## config.mk

```make
export PLATFORM = sky130hd
export DESIGN_NAME = hazard_control
export DESIGN_NICKNAME = d
export VERILOG_FILES = /design/src/rtl/hazard_control.sv
export SDC_FILE = /design/constraint.sdc
export NUM_CORES = 1
export LEC_CHECK = 0
export CORE_MARGIN = 4
export CORE_UTILIZATION = 22
export DETAILED_ROUTE_END_ITERATION = 16
export PLACE_DENSITY = 0.75
export SYNTH_ARGS = -nofsm -noshare
export SYNTH_HDL_FRONTEND = slang
export SYNTH_SLANG_ARGS = --single-unit
```

## constraint.sdc

```tcl
create_clock -name clk -period 1.4 [get_ports clk]
set_clock_uncertainty 0.15 [all_clocks]
set_input_delay 0.28 -clock clk [delete_from_list [all_inputs] [get_ports clk]]
set_output_delay 0.28 -clock clk [all_outputs]
set_load 0.005 [all_outputs]
```

## src/rtl/hazard_control.sv

```systemverilog
// -----------------------------------------------------------------------------
// hazard_control
//
// Pipeline hazard and stall controller. Generates the `nop` hold for the PC
// register and the hold / flush / bubble controls for the IF/ID, ID/EX and
// EX/MEM pipeline registers.
//
// Handled conditions:
//   - load-use data hazard (load in EX feeding a source read in ID)
//   - taken branch/jump resolved in EX
//   - multi-cycle data-memory access (MEM stage freeze)
//
// Optional feature macro: HAZARD_PERF_CNT_EN
//   defined   : stall_cycles / flush_count are live 16-bit wrapping counters
//   undefined : both ports are tied to zero and no counter flops exist
//
// Ports:
//   clk            in   pipeline clock, state updates on rising edge
//   reset          in   asynchronous active-low reset
//   idex_mem_read  in   instruction in EX is a load
//   idex_rd        in   destination register of instruction in EX
//   ifid_rs1/rs2   in   source registers of instruction in ID
//   ifid_rs*_used  in   qualifies each source as actually read
//   branch_taken   in   EX resolved a taken branch/jump this cycle
//   mem_busy       in   data memory not ready, MEM stage must freeze
//   pc_nop         out  hold PC
//   ifid_hold      out  IF/ID keeps contents
//   ifid_flush     out  IF/ID loads a NOP
//   idex_hold      out  ID/EX keeps contents
//   idex_bubble    out  ID/EX loads a bubble
//   exmem_hold     out  EX/MEM keeps contents
//   stall_active   out  FSM not in RUN
//   stall_cycles   out  cycles with pc_nop=1 (perf counter)
//   flush_count    out  accepted taken branches (perf counter)
//   state_dbg      out  current FSM state (RUN=0, STALL=1, FLUSH=2, WAIT=3)
//
// Handshake note: there is no valid/ready handshake here. Every output is a
// combinational (Mealy) function of the registered state and the current
// inputs, taking effect in the same cycle; consumers sample them on the next
// rising edge of clk.
// -----------------------------------------------------------------------------
module hazard_control #(
   parameter int REG_ADDR_W        = 4,
   parameter int LOAD_STALL_CYCLES = 1,
   parameter int FLUSH_CYCLES      = 1
) (
   input  logic                  clk,
   input  logic                  reset,
   input  logic                  idex_mem_read,
   input  logic [REG_ADDR_W-1:0] idex_rd,
   input  logic [REG_ADDR_W-1:0] ifid_rs1,
   input  logic [REG_ADDR_W-1:0] ifid_rs2,
   input  logic                  ifid_rs1_used,
   input  logic                  ifid_rs2_used,
   input  logic                  branch_taken,
   input  logic                  mem_busy,
   output logic                  pc_nop,
   output logic                  ifid_hold,
   output logic                  ifid_flush,
   output logic                  idex_hold,
   output logic                  idex_bubble,
   output logic                  exmem_hold,
   output logic                  stall_active,
   output logic [15:0]           stall_cycles,
   output logic [15:0]           flush_count,
   output logic [1:0]            state_dbg
);

   localparam logic [1:0] RUN   = 2'd0;
   localparam logic [1:0] STALL = 2'd1;
   localparam logic [1:0] FLUSH = 2'd2;
   localparam logic [1:0] WAIT  = 2'd3;

   // Reload values for the down-counter. The first stall/flush cycle happens
   // while still in RUN, so the extra cycles spent in STALL/FLUSH are N-1,
   // which a counter terminating at zero covers with a reload of N-2.
   localparam int STALL_RELOAD_I = (LOAD_STALL_CYCLES > 1) ? LOAD_STALL_CYCLES - 2 : 0;
   localparam int FLUSH_RELOAD_I = (FLUSH_CYCLES > 1) ? FLUSH_CYCLES - 2 : 0;
   localparam logic [2:0] STALL_RELOAD = 3'(STALL_RELOAD_I);
   localparam logic [2:0] FLUSH_RELOAD = 3'(FLUSH_RELOAD_I);

   logic [1:0] state;
   logic [1:0] next_state;
   logic [2:0] cnt;
   logic [2:0] next_cnt;

   logic luh;
   logic run_like;
   logic sel_wait;
   logic sel_branch;
   logic sel_luh;
   logic sel_stall;
   logic sel_flush;

   logic pc_nop_int;
   logic ifid_hold_int;
   logic ifid_flush_int;
   logic idex_hold_int;
   logic idex_bubble_int;
   logic exmem_hold_int;

   // Register 0 is hard-wired zero, so a load targeting it never hazards.
   assign luh = idex_mem_read && (idex_rd != '0) &&
                ((ifid_rs1_used && (ifid_rs1 == idex_rd)) ||
                 (ifid_rs2_used && (ifid_rs2 == idex_rd)));

   // The exit cycle of WAIT behaves exactly like RUN: the frozen branch or
   // load-use condition reappears now that EX is moving again.
   assign run_like = (state == RUN) || ((state == WAIT) && !mem_busy);

   // One-hot selection of the action for this cycle. mem_busy wins in every
   // state; a taken branch beats a pending stall or flush; a load-use hazard
   // is only started from a RUN-like cycle (in STALL it is already being
   // served, in FLUSH the ID instruction is being discarded).
   assign sel_wait   = mem_busy;
   assign sel_branch = !mem_busy && branch_taken;
   assign sel_luh    = !mem_busy && !branch_taken && luh && run_like;
   assign sel_stall  = !mem_busy && !branch_taken && (state == STALL);
   assign sel_flush  = !mem_busy && !branch_taken && (state == FLUSH);

   assign pc_nop_int      = sel_wait | sel_luh | sel_stall;
   assign ifid_hold_int   = sel_wait | sel_luh | sel_stall;
   assign ifid_flush_int  = sel_branch | sel_flush;
   assign idex_hold_int   = sel_wait;
   assign idex_bubble_int = sel_branch | sel_luh | sel_stall | sel_flush;
   assign exmem_hold_int  = sel_wait;

   // All hazard outputs are forced low while reset is asserted.
   assign pc_nop       = reset & pc_nop_int;
   assign ifid_hold    = reset & ifid_hold_int;
   assign ifid_flush   = reset & ifid_flush_int;
   assign idex_hold    = reset & idex_hold_int;
   assign idex_bubble  = reset & idex_bubble_int;
   assign exmem_hold   = reset & exmem_hold_int;
   assign stall_active = (state != RUN);
   assign state_dbg    = state;

   always_comb begin
      next_state = RUN;
      next_cnt   = cnt;
      if (sel_wait) begin
         next_state = WAIT;
      end else if (sel_branch) begin
         if (FLUSH_CYCLES > 1) begin
            next_state = FLUSH;
            next_cnt   = FLUSH_RELOAD;
         end else begin
            next_state = RUN;
         end
      end else if (sel_luh) begin
         if (LOAD_STALL_CYCLES > 1) begin
            next_state = STALL;
            next_cnt   = STALL_RELOAD;
         end else begin
            next_state = RUN;
         end
      end else if (sel_stall || sel_flush) begin
         if (cnt == 3'd0) begin
            next_state = RUN;
         end else begin
            next_state = state;
            next_cnt   = cnt - 3'd1;
         end
      end else begin
         next_state = RUN;
      end
   end

   always_ff @(posedge clk or negedge reset) begin
      if (!reset) begin
         state <= RUN;
         cnt   <= 3'd0;
      end else begin
         state <= next_state;
         cnt   <= next_cnt;
      end
   end

`ifdef HAZARD_PERF_CNT_EN
   logic [15:0] stall_cycles_q;
   logic [15:0] flush_count_q;

   // Both counters wrap naturally at 16 bits.
   always_ff @(posedge clk or negedge reset) begin
      if (!reset) begin
         stall_cycles_q <= 16'd0;
         flush_count_q  <= 16'd0;
      end else begin
         if (pc_nop_int) begin
            stall_cycles_q <= stall_cycles_q + 16'd1;
         end
         if (sel_branch) begin
            flush_count_q <= flush_count_q + 16'd1;
         end
      end
   end

   assign stall_cycles = stall_cycles_q;
   assign flush_count  = flush_count_q;
`else
   assign stall_cycles = 16'd0;
   assign flush_count  = 16'd0;
`endif

   // Contradictory register controls must never be requested together.
   a_ifid_excl : assert property (@(posedge clk) disable iff (!reset)
      !(ifid_flush && ifid_hold));
   a_idex_excl : assert property (@(posedge clk) disable iff (!reset)
      !(idex_hold && idex_bubble));

endmodule
```

==> results_dict.tcl <==
# yosys + openroad results
set metrics [dict create \
    status "finished, violations left" \
    violations "setup timing" \
    fin_crit_sh_pct 121 \
    intPower_uw 115 \
    end_kind "output pin" \
    routed-wl-met2_um 542 \
    gp_congestion 0.686 \
    top_power_group "combinational logic" \
    cp.depth 7 \
    cp-start-kind "input port" \
    power_per_cell_area_nw_per_um2 274 \
    rsz0062_at_grt "yes" \
    die_area_um2 2900 \
    hold_viol 0 \
    worst_hold_slack_ps 56.2 \
    antenna_found_initial 0 \
    maxSlewViolCount 0 \
    setup_viol 3 \
    cts-hold-fix-buffers 0 \
    num_tap_cells 27 \
    drt-pass1-iter-count 4 \
    drtIter0Drc 5 \
    p_leak_uw 0.000382 \
    grt_start_max_net_pins 5 \
    seq_area_share_pct 3.78 \
    fmax_ghz 0.588 \
    logic_gates 51 \
    diodes 0 \
    cts_setup_buffers 3 \
    yosys.area.top_type_share_pct 58.5 \
    most_common_cell "buf_4" \
    layout.cells.most_common "conb_1" \
    max_stage_delay_ps 310 \
    p_total_uw 181 \
    powerComb_uw 149 \
    startpoint "idex_rd[0]" \
    power_frac_seq_pct 17.7 \
    num_vias 388 \
    worst_ep_arrival_time_ps 1270 \
    largest_reg_flops 1 \
    warning_count 32 \
    switching_share_pct 36.8 \
    hp-class "input port to asynchronous set/reset pin" \
    p_seq_uw 32.1 \
    yosysUniqueCellTypes 18 \
    avgRoutedWirePerCell_um 9.28 \
    ys_cells 61 \
    peakVddDrop_mv 0.139 \
    crit_path_end "ifid_hold" \
    flops 1 \
    synthCells 61 \
    inverters 4 \
    wl_met3_um 188 \
    cp_num_buf_inv 3 \
    required_ps 970 \
    io_buffers 27 \
    switching_power_uw 66.7 \
    cpMaxStageDelayCell "nor4_4" \
    clkTransAtPathRegs_ps 0 \
    dp_slack_ps -1070 \
    ys_area_um2 462 \
    synthArstFlopShare_pct 100 \
    worst_slack_ps -300 \
    fp.dieW_um 53.8 \
    logic_area_um2 299 \
    cp_top_family "simple AND/OR/NAND/NOR gates" \
    ant_nets 0 \
    cap_viol_max_count 0 \
    wl_met1_um 345 \
    viasPerCell 3.34 \
    topCellsByArea "buf_4 (59%), xor2_1 (5.7%), dfrtp_1 (5.4%)" \
    fin_tns_setup_ps -705 \
    use_met1_pct 7.21 \
    aoi_share_pct 5.69 \
    synth_warnings 0 \
    die_h_um 53.8 \
    post-route-min-period_ps 1700 \
    final_cells 116 \
    register_area_um2 25.0 \
    totalWireLength_um 1080 \
    edf_count 0 \
    grt_pass1_vias 325 \
    ys_sh_adder_pct 0 \
    nNetsFinal 110 \
    critPathKind "input port to output pin" \
    placed_cells 114 \
    biggestCellCategory "multi-input combinational cells" \
]
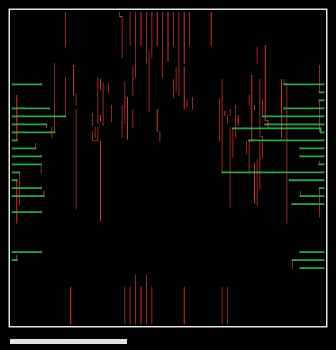
(wiring by layer)
Scale bar: 20 um. Two of the layers only.
| layer | colour | wire length |
|---|---|---|
| M3 | green | 189 um |
| M2 | red | 542 um |

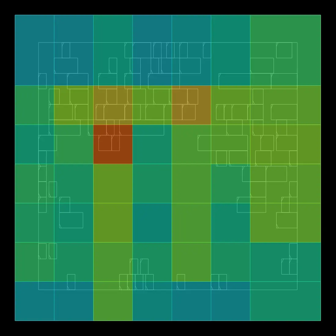
(track usage over the die)
Core Util, Final: 33.4%
GR Util met2: 12.5%
met3 Use GR: 1.39%
GRT Total Usage: 6.34%
GR peak layer: met2

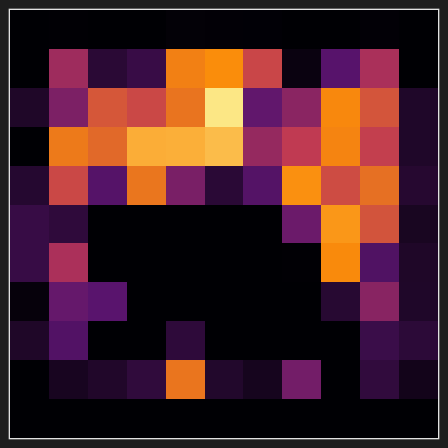
(cell area per tile)
11 x 11 tiles, from black (low) to pale yellow (high), 0 to 100% covered.
tiles over 75% full: 5.8%
densest ninth of the die: north
mean over tiles: 22%
emptiest ninth of the die: south-west
core outline area: 1980 um2
FP Util: 23.3%

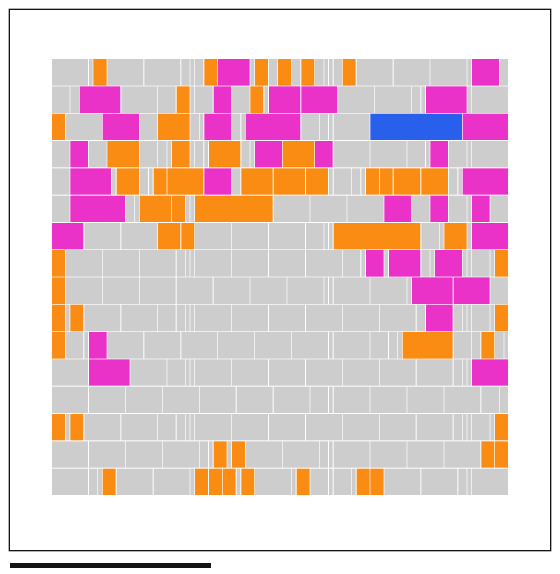
(placement by cell class)
Scale bar: 20 um. Fill, decap, tap and diode cells in grey.
| class | colour | cells |
|---|---|---|
| remaining buffers and delay cells | magenta | 33 |
| registers | blue | 1 |
| remaining logic cells | orange | 55 |
Post-Layout Inst Area: 662 um2
row cnt: 16

